Design pwm_ramp_controller_flat, sky130hd; sources not shown.
Run 1, supply network:
Scale bar: 20 µm. Pins as bars on the die edge.
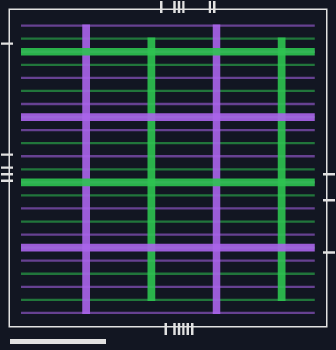
Key: purple = VSS; green = VDD
The core has 22 rows. 4 straps on met5.
VDD IR max: 0.416 mV
die extent in y: 65.8 µm
core outline area: 0.00366 mm²

Run 1, cells colored by class:
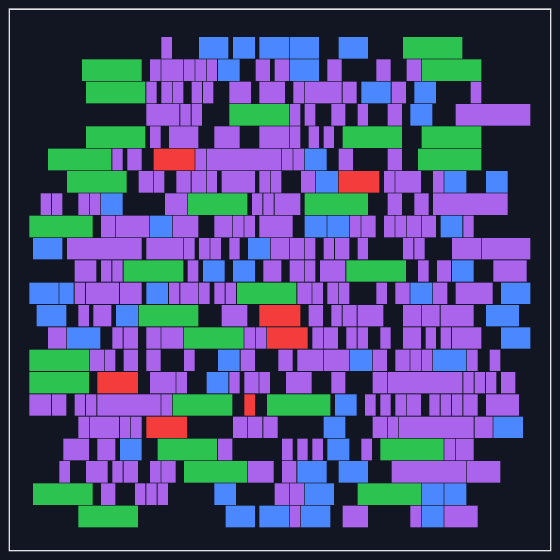
Key: blue = other buffers and delay cells [cells 53, share of their area 18%]; purple = combinational and other logic [cells 236, share of their area 55%]; green = flops [cells 29, share of their area 23%]; red = clock drivers and dummy loads [cells 7, share of their area 3.4%]
standard-cell rows: 22
finished layout cell area: 0.00259 mm²
proportion of cell area occupied by registers: 22.8%
utilization after layout: 70.9%

Run 1, routed clock nets over the placement:
Scale bar: 20 µm.
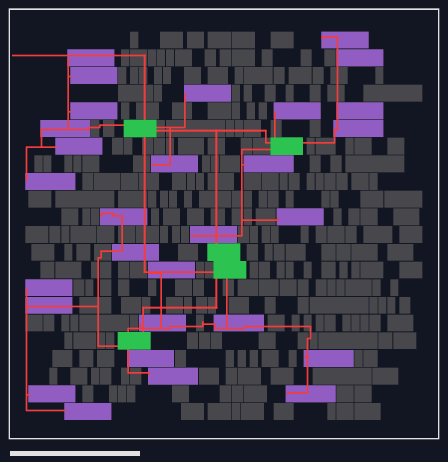
Key: red = clock wires [length 421 µm]; green = clock drivers [count 5]; purple = flip-flops [count 29]
There are 6 routed clock nets. Position of the flops: all over the die.
portion of total power attributed to the clock network: 32.6%
setup skew after layout: 0.00524 ns
power consumed by the clock network: 0.000506 W
Clk Latency, worst-skew pair: 0.28 ns

==> design notes, run 1 <==
Looking at the cell usage after synthesis, the top flip-flop cell is sky130_fd_sc_hd__dfxtp_1. No sink is reached through more buffers than the 2 on the longest clock path. The run gives 0 for the initial antenna violation count.

The post-route netlist has 30.5% of its cells at a drive strength greater than 1. The worst-case headroom to the max-slew limit is 75.8%, and the final worst-path setup slack is 0.0520 ns. STA reports a reg2reg setup slack of 0.05 ns. Horizontal extent of the die: 65.8 µm. Number of iterations in the first detailed-routing pass: 4. Fraction of synthesized area in multiplexers: 0%. The tools report the layout clock buffer count as 7. The logic share of the area is 47.4%, and the number of library cell types mapped by synthesis is 24.

The part of the total power dissipated in sequential elements was 41.9%. In the routed layout, each cell is associated on average with a via count of 4.99. The cell count listed in synth_stat.txt was 268; the global-route usage over all layers was 22.2%. With the final routed DRC violation total at 0, the data arrival time of the critical path is 1.37 ns.

TritonCTS built the clock tree. The flow ran to the end, and the final reports show no timing, DRC or antenna violations. Looking at the clock tree report, the H-tree level count equals 2. Setup repair after global routing could not meet its margin everywhere. Logged for this run, the post-placement worst setup slack is -0.0956 ns. Once iteration 0 of detailed routing completed, the report listed 125 DRC markers.

By area, the combinational part of the netlist is dominated by simple AND/OR/NAND/NOR gates.
-- run 1: cell usage in the layout (no fill, tap or decap), types with 2 or more instances in the layout --
master / instances
sky130_fd_sc_hd__nand2_1: 57
sky130_fd_sc_hd__inv_1: 40
sky130_fd_sc_hd__buf_4: 31
sky130_fd_sc_hd__dfxtp_1: 21
sky130_fd_sc_hd__a21oi_1: 20
sky130_fd_sc_hd__nand3_1: 18
sky130_fd_sc_hd__clkdlybuf4s50_1: 18
sky130_fd_sc_hd__o21ai_0: 14
sky130_fd_sc_hd__nor2_1: 11
sky130_fd_sc_hd__nand2_2: 9
sky130_fd_sc_hd__dfxtp_2: 8
sky130_fd_sc_hd__inv_2: 7
sky130_fd_sc_hd__ha_4: 7
sky130_fd_sc_hd__nor3_1: 6
sky130_fd_sc_hd__xor2_1: 6
sky130_fd_sc_hd__clkbuf_8: 6
sky130_fd_sc_hd__nand2_4: 5
sky130_fd_sc_hd__nor2_4: 5
sky130_fd_sc_hd__a21oi_2: 5
sky130_fd_sc_hd__nand3_2: 4
sky130_fd_sc_hd__nor2_2: 3
sky130_fd_sc_hd__o21a_1: 3
sky130_fd_sc_hd__nor3b_1: 3
sky130_fd_sc_hd__ha_1: 3
sky130_fd_sc_hd__buf_6: 3
sky130_fd_sc_hd__o21ai_2: 2
-- run 1: timing repair --
item / CTS / global route
hold buffers: 0 / 0
pin swaps: 0 / 27
setup buffers: 0 / 3
resized: 10 / 60
endpoints found under the setup margin: 5 / 9
-- run 1: routing by layer --
metal / vias up / part of all wire [%] / track usage, %
li1: 966 / - / -
met1: 856 / 44 / 27.4
met2: 33 / 51 / 37.4
met3: 8 / 3.2 / 5.28
met4: 0 / 1.7 / 7.81
met5: - / 0 / 0
--- run 2 (diff from run 1) ---
--- a/config.mk
+++ b/config.mk
@@ -12,6 +12,7 @@
 export DETAILED_ROUTE_END_ITERATION = 7
 export HOLD_SLACK_MARGIN = 0.08
 export PLACE_DENSITY = 0.7
+export REMOVE_ABC_BUFFERS = 1
 export SLEW_MARGIN = 40
 export SYNTH_ARGS = -nofsm -noshare
 export SYNTH_HDL_FRONTEND = slang
Run 2, metal layers overlaid:
Scale bar: 20 µm.
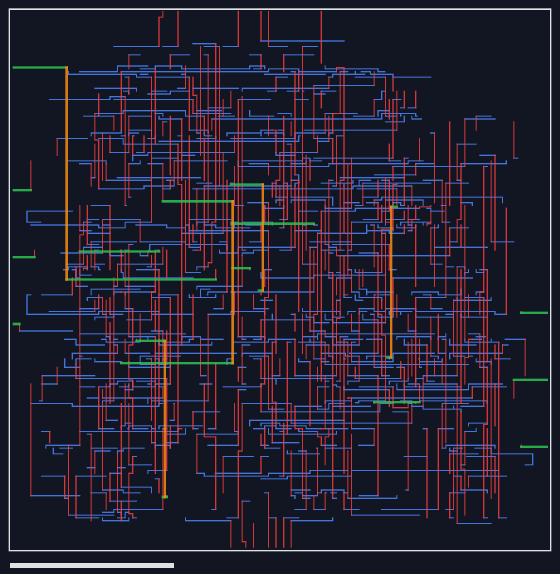
Key: blue = metal 1 [wire length 2100 µm]; green = metal 3 [wire length 98.0 µm]; red = metal 2 [wire length 2180 µm]; orange = metal 4 [wire length 95.9 µm]
routed wire length per instance: 11.9 µm
wire length after detailed routing: 4470 µm
via count: 1838

==> run 2 against run 1 <==
Against the previous run: cell count up 0.80%; clock power up 33%; core utilization about the same; highest routed layer unchanged; via count down 1.3%; synthesized cell count unchanged; largest cell class unchanged; cell area about the same; largest power group is now clock.
==> design notes, run 2 <==
In this run the horizontal extent of the chip is 65.8 µm. After synthesis, the largest family of logic cells by area is simple AND/OR/NAND/NOR gates. By instance count after routing, the leading logic cell types are sky130_fd_sc_hd__nand2_1, sky130_fd_sc_hd__inv_1, sky130_fd_sc_hd__buf_4.

The post-synth area from yosys stat is 0.00176 mm². Using the TritonRoute via totals, the vias-per-cell ratio works out to 4.89. The synthesis run shows the most used standard cells to be sky130_fd_sc_hd__nand2_1, sky130_fd_sc_hd__inv_1, sky130_fd_sc_hd__dfxtp_1, sky130_fd_sc_hd__a21oi_1, sky130_fd_sc_hd__nand3_1. As reported, the later end of the worst-skew pair has a clock insertion delay of 0.28 ns. Final routed DRC violation total: 0. The flow ran to the end, and the final reports show no timing, DRC or antenna violations.

The run gives 22 for the row count. The run gives 76.3% for the worst-case headroom to the max-slew limit. For flop-to-flop paths, the worst setup slack is 0.12 ns. The fraction of synthesized area in multiplexers is 0%, and the global-route usage over all layers is 21.9%.

The netlist uses 24 different library cells. Proportion of layout cells with a drive suffix above 1: 29.3%. The run gives 2 as the level count of the clock H-tree. The switching power summed over all nets is 0.000470 W. Dominant register cell in the synthesized netlist: sky130_fd_sc_hd__dfxtp_1. The library cell used most frequently in the layout, excluding fill and tap cells, is sky130_fd_sc_hd__nand2_1. The logs give 0.523 mV for the peak ir drop on the vdd network and 0.00366 mm² for the core footprint. The part of the total power dissipated in sequential elements was 38.0%; the height of the chip was 65.8 µm.

The first detailed-routing pass ran for 4 iterations. Per the post-place timing report, worst setup slack is -0.0714 ns. The share of the core filled with cells is 70.9%, and the final worst-path setup slack is 0.0737 ns.

The biggest area contributor in the post-synthesis netlist is sky130_fd_sc_hd__dfxtp_1. Data arrives at the worst endpoint at 1.35 ns. The initial antenna violation count was 0; the proportion of power drawn by the clock network was 39.4%. For the maximum count of clock buffers along a single path, the log shows 2. In this run, the number of DRC markers left after iteration 0 of detailed routing was 79. Setup repair after global routing could not meet its margin everywhere. Yosys stat counts 268 cells in the synthesized netlist. TritonCTS built the clock tree.
Run 2, the clock network:
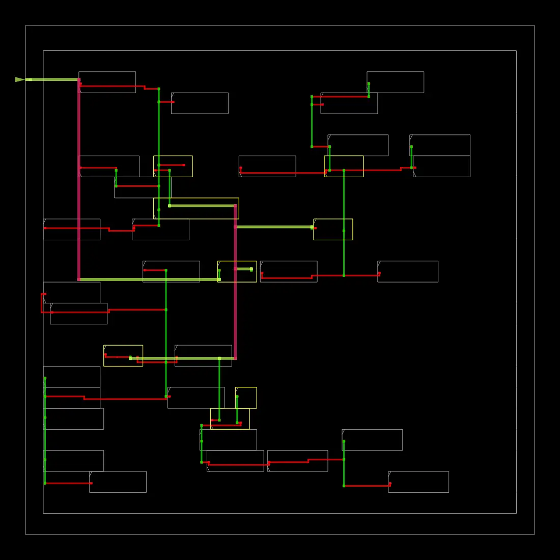
clock sink total: 29
clock buffer count in the final layout: 6
setup skew after layout: 0.00898 ns
total clock buffers created by CTS: 5
flip-flops: 29

## run 2: cell counts after synthesis
No cell type changed its count.
## run 2: final cells by class
cell class                 count  area, µm²
multi-input combinational    189       1180
fill                         293       1060
sequential                    29        592
timing repair buffer          55        467
inverter                      47        176
clock buffer                   6       82.6
tap                           48       60.1
clock inverter                 2       37.5
## run 2: metal layers
layer	global-route usage, %	wire length [µm]
met5	0	0
met4	8.33	95
met3	4.60	98
met2	37.2	2180
met1	27.0	2100
## run 2: logic make-up (layout without fill, tap and decap cells)
| family | count (synthesis) | in the layout |
|---|---|---|
| and+or+nand+nor | 123 | 123 |
| buffers and inverters | 50 | 110 |
| AOI/OAI and AO/OA | 49 | 49 |
| DFF | 29 | 29 |
| adders and majority gates | 10 | 10 |
| xor gates and xnor gates | 7 | 7 |
## run 2: power groups by stage
stage	Clock [W]	Sequential (W)	Combinational (W)
finish	0.000672	0.000647	0.000385
global route	0.000709	0.000649	0.000427
floorplan	0	0.000655	0.000177
global placement	0	0.000654	0.000306
detailed placement	0	0.000655	0.000310
CTS	0.000679	0.000641	0.000318
## run 2: repair_timing
| item | in CTS | in global routing |
|---|---|---|
| buffers inserted | 1 | 2 |
| endpoints found under the setup margin | 7 | 10 |
| pin swaps | 1 | 22 |
| hold buffers | 0 | 0 |
| gates resized | 9 | 53 |
## run 2: critical path: cells and delay by family, from the launching register on
kind	cells	cell delay, ns
buf+inv	2	0.70
flops	1	0.37
## run 2: through the flow
stage | area, µm² | TNS, ns | std cells | power [W]
CTS | 2390 | -0.0109 | 374 | 0.00164
global route | 2600 | -0.0349 | 376 | 0.00179
global placement | 2240 | -0.209 | 365 | 0.000960
finish | 2600 | 0 | 376 | 0.00170
detailed placement | 2240 | -0.241 | 365 | 0.000965
floorplan | 1750 | -0.0402 | 265 | 0.000831
Power is estimated from default activity; no workload was simulated.
